Design mem_stage, sky130hd; sources not shown.
Figure 1. Clock nets (run 1).
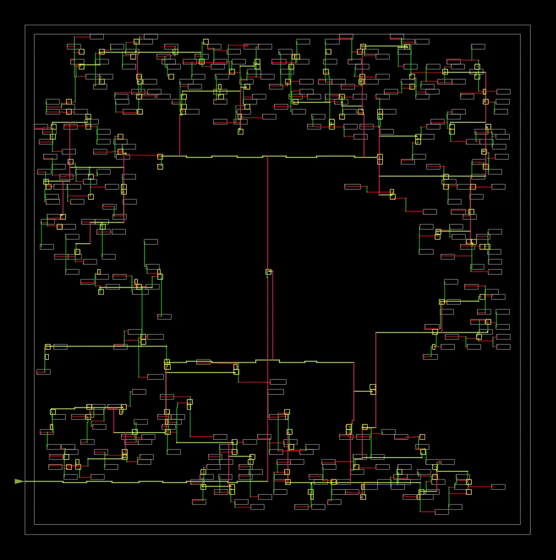
power consumed by the clock network: 0.00638 W
number of buffers created by CTS: 94
clk_skew: 43.3 ps
clock latency on the worst-skew pair: 830 ps

Figure 2. Metal layers overlaid (run 1).
(1 px per µm) Two of the layers only.
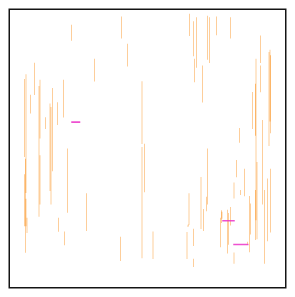
Key: magenta = met5 [wire length 32.2 µm]; orange = met4 [wire length 3290 µm]
average wire per standard cell: 21.8 µm
total wire length after detailed routing: 84.8 mm
via count of the routed design: 18700
All-Layer GR Usage: 20.7%

Figure 3. Logic cells by family (run 1).
(1.5 px per µm)
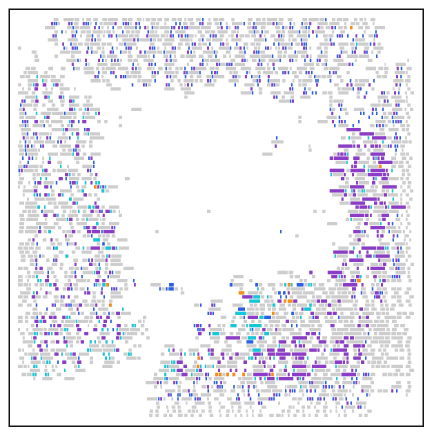
Key: orange = AND and OR gates [cells 19, most used and3_1]; cyan = NOR gates [cells 203, most used nor2_1]; purple = inverting AOI/OAI gates [cells 526, most used a21oi_1, where spread over the die]; blue = NAND gates [cells 458, most used nand2_1, where spread over the die]
most numerous logic cell after layout: sky130_fd_sc_hd__nand2_1
fraction of area in multi-input gates: 33.6%

Figure 4. Metal 4 (run 1).
(1.5 px per µm)
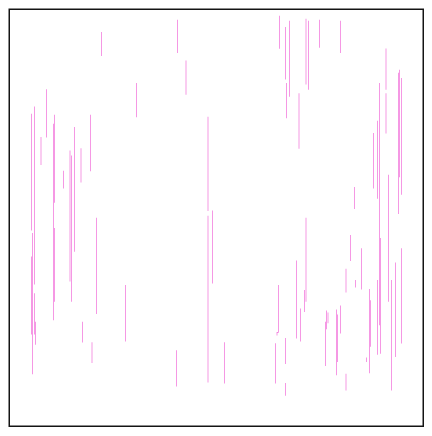
56 nets have wire on it. The layer carries 3290 µm of wire. The layer holds 3.9% of the routed length. The wires run mostly vertical.

==> results.py, run 1 <==
# Generated from Yosys and OpenROAD reports
metrics = {
    "power_and_ir_drop": {
        "ir_drop_uv": 420,
        "static-leakage-power_nw": 11.3,
    },
    "global_routing": {
        "layer_with_the_highest_usage_after_global_routing": "met2",
        "grt.met3_usage_pct": 6.30,
        "first_pass_grt_wire_length_mm": 121,
        "first_global_vias": 18500,
        "grt_use_met1_pct": 24.1,
    },
    "routing": {
        "initialDrtViolationCount": 1395,
        "avgViaCountPerCell": 4.82,
        "drt_first_pass_iters": 5,
    },
    "clock_tree": {
        "post_cts_buffers": 31,
        "clock-root-buffer": "sky130_fd_sc_hd__clkbuf_4",
        "cts_tree": "yes",
        "htree_levels": 3,
    },
    "yosys": {
        "synth.yosys.warnings": 0,
        "synthTopLogicFamily": "AND-OR/OR-AND gates",
        "synthAoiAreaFrac_pct": 23.1,
        "syn-instance-count": 1928,
        "synthesis.area_per_instance_um2": 8.48,
        "post_synth_instance_area_um2": 16300,
        "ys_area_um2": 16300,
        "synth_unique_cells": 59,
    },
    "final_layout": {
        "largest_register_ffs": 113,
        "fillerInstances": 7158,
        "nets": 3167,
    },
    "sta": {
        "worst_slew_slack_as_a_fraction_of_its_limit_pct": 11.5,
        "worst-slew-pin-transition_ps": 1320,
        "final_hold_slack_ps": 132,
        "final_critical_path_setup_slack_ps": -403,
        "setup-violations-final": 52,
    },
    "worst_hold_path": {
        "hold_path_class": "in2reg",
    },
    "die": {
        "die_area_um2": 76200,
        "dieWidth_um": 275,
    },
    "placed_design": {
        "placement.setup.worst_slack_ps": -898,
        "place_congestion": 0.958,
    },
    "setup_path": {
        "timing.critical_path.slowest_stage_cell": "sky130_fd_sc_hd__or3_1",
        "setup.worst_path.start_class": "flop",
        "cpPeakStageDelay_ps": 370,
        "critical_path_arrival_ps": 2000,
        "critPathCaptureType": "primary output",
        "r2r_slack_ps": -190,
    },
    "run_status": {
        "violated_checks": "setup timing",
        "status": "complete, but fails checks",
    },
}
## run 1: through the flow
stage / cells / area (µm²) / setup TNS, ps
final: 3880 / 27600 / -4180
after CTS: 3873 / 27300 / -5690
after global placement: 3614 / 25600 / -84530
after floorplan: 1928 / 16400 / -2550
after global routing: 3878 / 27600 / -7890
after detailed placement: 3614 / 25600 / -94370
## run 1: cell families (layout without fill, tap and decap cells)
kind of cell,Yosys count,in the layout
AND-OR/OR-AND,534,534
other,1,7
multiplexers,141,141
buffers and inverters,247,1243
flip-flops,325,325
AND/OR/NAND/NOR,680,680
## run 1: cells in the mapped netlist (3+ instances only)
library cell | instances | area share [%]
sky130_fd_sc_hd__a2111oi_4 | 11 | 1.9
sky130_fd_sc_hd__a2111oi_2 | 28 | 2.6
sky130_fd_sc_hd__nor4_1 | 3 | 0.11
sky130_fd_sc_hd__nor2_1 | 150 | 3.4
sky130_fd_sc_hd__o22ai_1 | 3 | 0.11
sky130_fd_sc_hd__a2111oi_0 | 8 | 0.43
sky130_fd_sc_hd__nor2b_1 | 16 | 0.61
sky130_fd_sc_hd__buf_6 | 5 | 0.34
sky130_fd_sc_hd__nor3_1 | 27 | 0.83
sky130_fd_sc_hd__a311oi_1 | 8 | 0.43
sky130_fd_sc_hd__and3_1 | 9 | 0.34
sky130_fd_sc_hd__o21ai_0 | 46 | 1.4
sky130_fd_sc_hd__a22oi_1 | 69 | 3.2
sky130_fd_sc_hd__buf_1 | 16 | 0.37
sky130_fd_sc_hd__o211ai_1 | 18 | 0.83
sky130_fd_sc_hd__buf_4 | 78 | 3.6
sky130_fd_sc_hd__o2111ai_1 | 7 | 0.38
sky130_fd_sc_hd__dfxtp_1 | 325 | 40
sky130_fd_sc_hd__clkbuf_1 | 125 | 2.9
sky130_fd_sc_hd__or2_2 | 3 | 0.11
sky130_fd_sc_hd__mux2_2 | 33 | 2.3
sky130_fd_sc_hd__mux2i_1 | 62 | 3.8
sky130_fd_sc_hd__a211oi_1 | 39 | 1.8
sky130_fd_sc_hd__buf_2 | 21 | 0.64
sky130_fd_sc_hd__nand2b_1 | 9 | 0.34
sky130_fd_sc_hd__mux4_2 | 44 | 6.1
sky130_fd_sc_hd__a222oi_1 | 7 | 0.43
sky130_fd_sc_hd__a32oi_1 | 3 | 0.16
sky130_fd_sc_hd__a21oi_1 | 254 | 7.8
sky130_fd_sc_hd__nand2_1 | 447 | 10
sky130_fd_sc_hd__a221oi_1 | 9 | 0.48
sky130_fd_sc_hd__a2bb2oi_1 | 9 | 0.48
## run 1: where the power goes
part / internal [W] / switching, W / leakage (nW)
clock network: 0.00325 / 0.00313 / 0.711
registers: 0.00687 / 0.000298 / 2.67
logic: 0.00266 / 0.00415 / 7.91
## run 1: area by class of cell
class | instances | area share (%)
flip-flops and latches | 325 | 23.7
diodes | 6 | 0.0544
inverters | 2 | 0.0272
well taps | 950 | 4.30
clock inverters | 25 | 0.444
clock buffers | 142 | 3.86
multi-input cells | 1356 | 33.6
repair buffers | 1074 | 34.0
## run 1: per-layer routing
layer	part of all wire [%]	wire, µm
met1	38	32200
met2	49	41300
met3	9.2	7840
met4	3.9	3290
met5	0.038	32
Figure 5. I/O pins on the die edge (run 1).
(1.5 px per µm) Pins as bars across the die edge, other pins in gray.
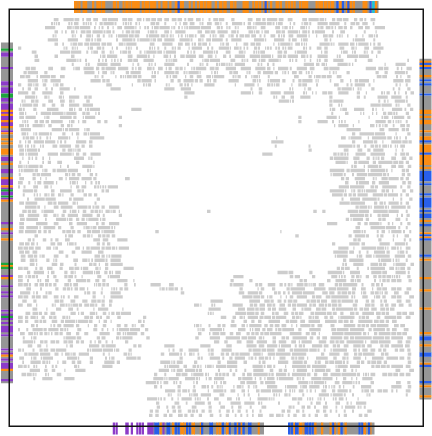

==> run 1 -> run 2 <==
--- a/config.mk
+++ b/config.mk
@@ -5,10 +5,11 @@
 export SDC_FILE = /design/constraint.sdc
 export NUM_CORES = 1
 export LEC_CHECK = 0
-export CORE_AREA = 5 5 270 272
+export ABC_AREA = 1
+export CORE_AREA = 5 5 276 278
 export CTS_BUF_LIST = sky130_fd_sc_hd__clkbuf_4
 export DETAILED_ROUTE_END_ITERATION = 8
-export DIE_AREA = 0 0 275 277
+export DIE_AREA = 0 0 281 283
 export SYNTH_ARGS = -nofsm -noshare
 export SYNTH_HDL_FRONTEND = slang
 export SYNTH_SLANG_ARGS = --single-unit
Figure 6. I/O pins on the die edge (run 2).
(1.5 px per µm) Pins as bars across the die edge, other pins in gray.
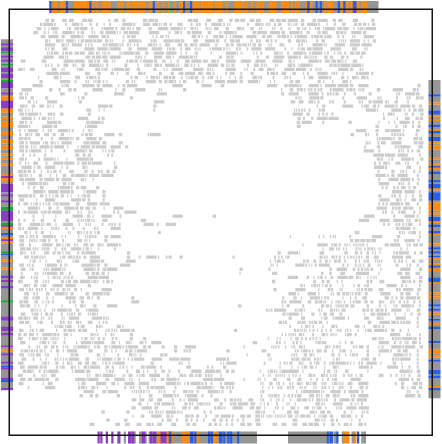
Key: blue = `fwd_o` [pins 70, direction output, edge 36 right, 17 bottom, 13 top, 4 left]; green = `dreq_strobe` [pins 8, direction output, edge left]; cyan = `out_valid` [pins 1, direction output, edge top]; orange = `in_data` [pins 182, direction input, edge 106 top, 32 right, 26 left, 18 bottom]; purple = `dreq_data` [pins 64, direction output, edge 45 left, 19 bottom]
All pins by edge: 238 top, 172 left, 156 right, 142 bottom.
height of the die: 283 µm
count of input and output buffers: 706

==> run 2 against run 1 <==
  * The run still ends with setup timing left
  * Maximum frequency shrank 1.3%
  * Non-clock buffer count decreased by 223
  * Worst setup slack worse by 33 ps
  * Routed wire length shrank 3.2%
  * Core utilization fell by 5.8 points
  * Sequential power grew 2%
  * Total power is 0.21% higher
  * First-iteration DRC count down 12%
  * Combinational power hardly changed
  * Critical endpoint unchanged
  * Highest routed layer unchanged
==> results.py, run 2 <==
# Generated from Yosys and OpenROAD reports
metrics = {
    "placed_design": {
        "placement.setup.worst_slack_ps": -371,
        "place_congestion": 0.895,
        "post_dp_cell_area_um2": 24000,
    },
    "final_layout": {
        "mostFrequentLayoutCell": "sky130_fd_sc_hd__nand2_1",
        "finalInstanceArea_um2": 24600,
        "nets": 3344,
        "fillerInstances": 8055,
    },
    "clock_tree": {
        "cts_buffers": 94,
    },
    "sta": {
        "setup-violations-final": 2,
        "worst_slew_slack_as_a_fraction_of_its_limit_pct": 50.7,
        "worst-slew-pin-transition_ps": 739,
        "final_critical_path_setup_slack_ps": -436,
        "finalClockSkew_ps": 51.5,
    },
    "routing": {
        "vias": 18700,
        "initialDrtViolationCount": 1221,
    },
    "run_status": {
        "status": "complete, but fails checks",
        "violated_checks": "setup timing",
    },
    "power_and_ir_drop": {
        "p_sw_w": 0.00797,
        "ir_drop_uv": 506,
        "clkPwrFrac_pct": 30.7,
        "p_int_w": 0.0124,
        "static-leakage-power_nw": 11.1,
    },
    "yosys": {
        "synth_largest_type_area_fraction_pct": 40.5,
        "yosysTopAreaCell": "sky130_fd_sc_hd__dfxtp_1",
        "synthAoiAreaFrac_pct": 22.9,
        "netlist_top_cells_area": "sky130_fd_sc_hd__dfxtp_1 (41%), sky130_fd_sc_hd__o21ai_0 (11%), sky130_fd_sc_hd__nand2_1 (10%)",
        "post-synth-top-count-cell": "sky130_fd_sc_hd__nand2_1",
        "synth.yosys.warnings": 0,
        "post_synth_instance_area_um2": 16100,
        "synth_unique_cells": 43,
    },
    "die": {
        "die_area_um2": 79500,
    },
    "global_routing": {
        "first_pass_grt_wire_length_mm": 118,
        "first_global_vias": 18000,
    },
    "setup_path": {
        "r2r_slack_ps": 110,
        "critPathCaptureType": "primary output",
        "setup.worst_path.start_class": "flop",
    },
    "worst_hold_path": {
        "hold_path_class": "in2reg",
    },
}
Figure 7. Logic cells by family (run 2).
(1.5 px per µm)
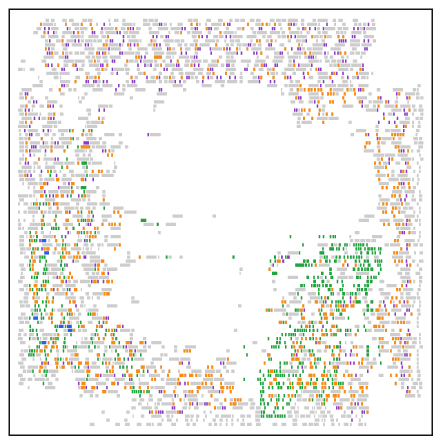
Key: purple = NOR gates [cells 433, most used nor2_1, where spread over the die]; green = NAND gates [cells 570, most used nand2_1]; orange = inverting AOI/OAI gates [cells 651, most used o21ai_0, where spread over the die]; blue = multiplexers [cells 7, most used mux2i_1, where lower left]
count of non-filler cells in the finished layout: 4071
fraction of area in multi-input gates: 31.9%

==> run 2: netlist changes by cell type after synthesis, sizes merged, moves of 35 or more <==
cell | previous run | this run
a22oi | 69 | 32
buf | 120 | 172
nor2 | 150 | 431
a2111oi | 49 | 0
nand3 | 2 | 80
a211oi | 39 | 1
mux2 | 35 | 0
o21ai | 47 | 381
inv | 2 | 82
mux2i | 62 | 7
mux4 | 44 | 0
a21oi | 254 | 183
nand4 | 0 | 38
clkbuf | 125 | 87
==> run 2: routing by layer <==
metal  up-vias  share of wire (%)  wire length, µm  track usage, %
met4         4                2.3             1890            5.58
met3       127                8.3             6850            5.25
met1      8629                 39            32300            22.7
met2       779                 50            41000            34.5
met5         -              0.033               27               0
li1       9131                  -                -               -
==> run 2: final cells by class <==
class	count	area, µm²	share of cell area, %
clock buffers	137	1030	4.18
well taps	969	1210	4.93
diodes	7	17.5	0.0712
repair buffers	851	7460	30.3
clock inverters	24	143	0.580
inverters	84	335	1.36
flip-flops and latches	325	6560	26.7
multi-input cells	1674	7840	31.9
==> run 2: cells by family (layout without fill, tap and decap cells) <==
kind of cell / after synthesis / after routing
AND-OR/OR-AND: 661 / 661
flip-flops: 325 / 325
other: 1 / 8
buffers and inverters: 343 / 1096
AND/OR/NAND/NOR: 1005 / 1005
multiplexers: 7 / 7
==> run 2: stage by stage <==
step | total power (W) | instances
2_1_floorplan | 0.0116 | 2342
3_5_place_dp | 0.0144 | 3886
4_1_cts | 0.0207 | 4060
3_3_place_gp | 0.0144 | 3886
5_1_grt | 0.0215 | 4069
6_report | 0.0204 | 4071
==> run 2: critical path, stage by stage (launching register included) <==
cell and delay [ps]:
sky130_fd_sc_hd__dfxtp_4 350, sky130_fd_sc_hd__or3_4 380, sky130_fd_sc_hd__o311ai_2 220, sky130_fd_sc_hd__inv_1 90
sky130_fd_sc_hd__buf_6 160
==> run 2: what timing repair did <==
item	CTS	global route
gates resized	1339	23
hold endpoints to repair	34	0
endpoints found under the setup margin	288	29
cloned	2	1
pin swaps	3	3
hold buffers	1	0
setup buffers	10	3
==> run 2: power by group through the flow <==
stage               registers, W  logic (W)  clock network (W)
detailed placement       0.00747    0.00694                  0
finish                   0.00733    0.00681            0.00626
floorplan                0.00904    0.00255                  0
global route             0.00738    0.00723            0.00687
global placement         0.00747    0.00692                  0
CTS                      0.00733    0.00679            0.00657
Power figures rest on the tool's default switching activity, not on a simulated workload.
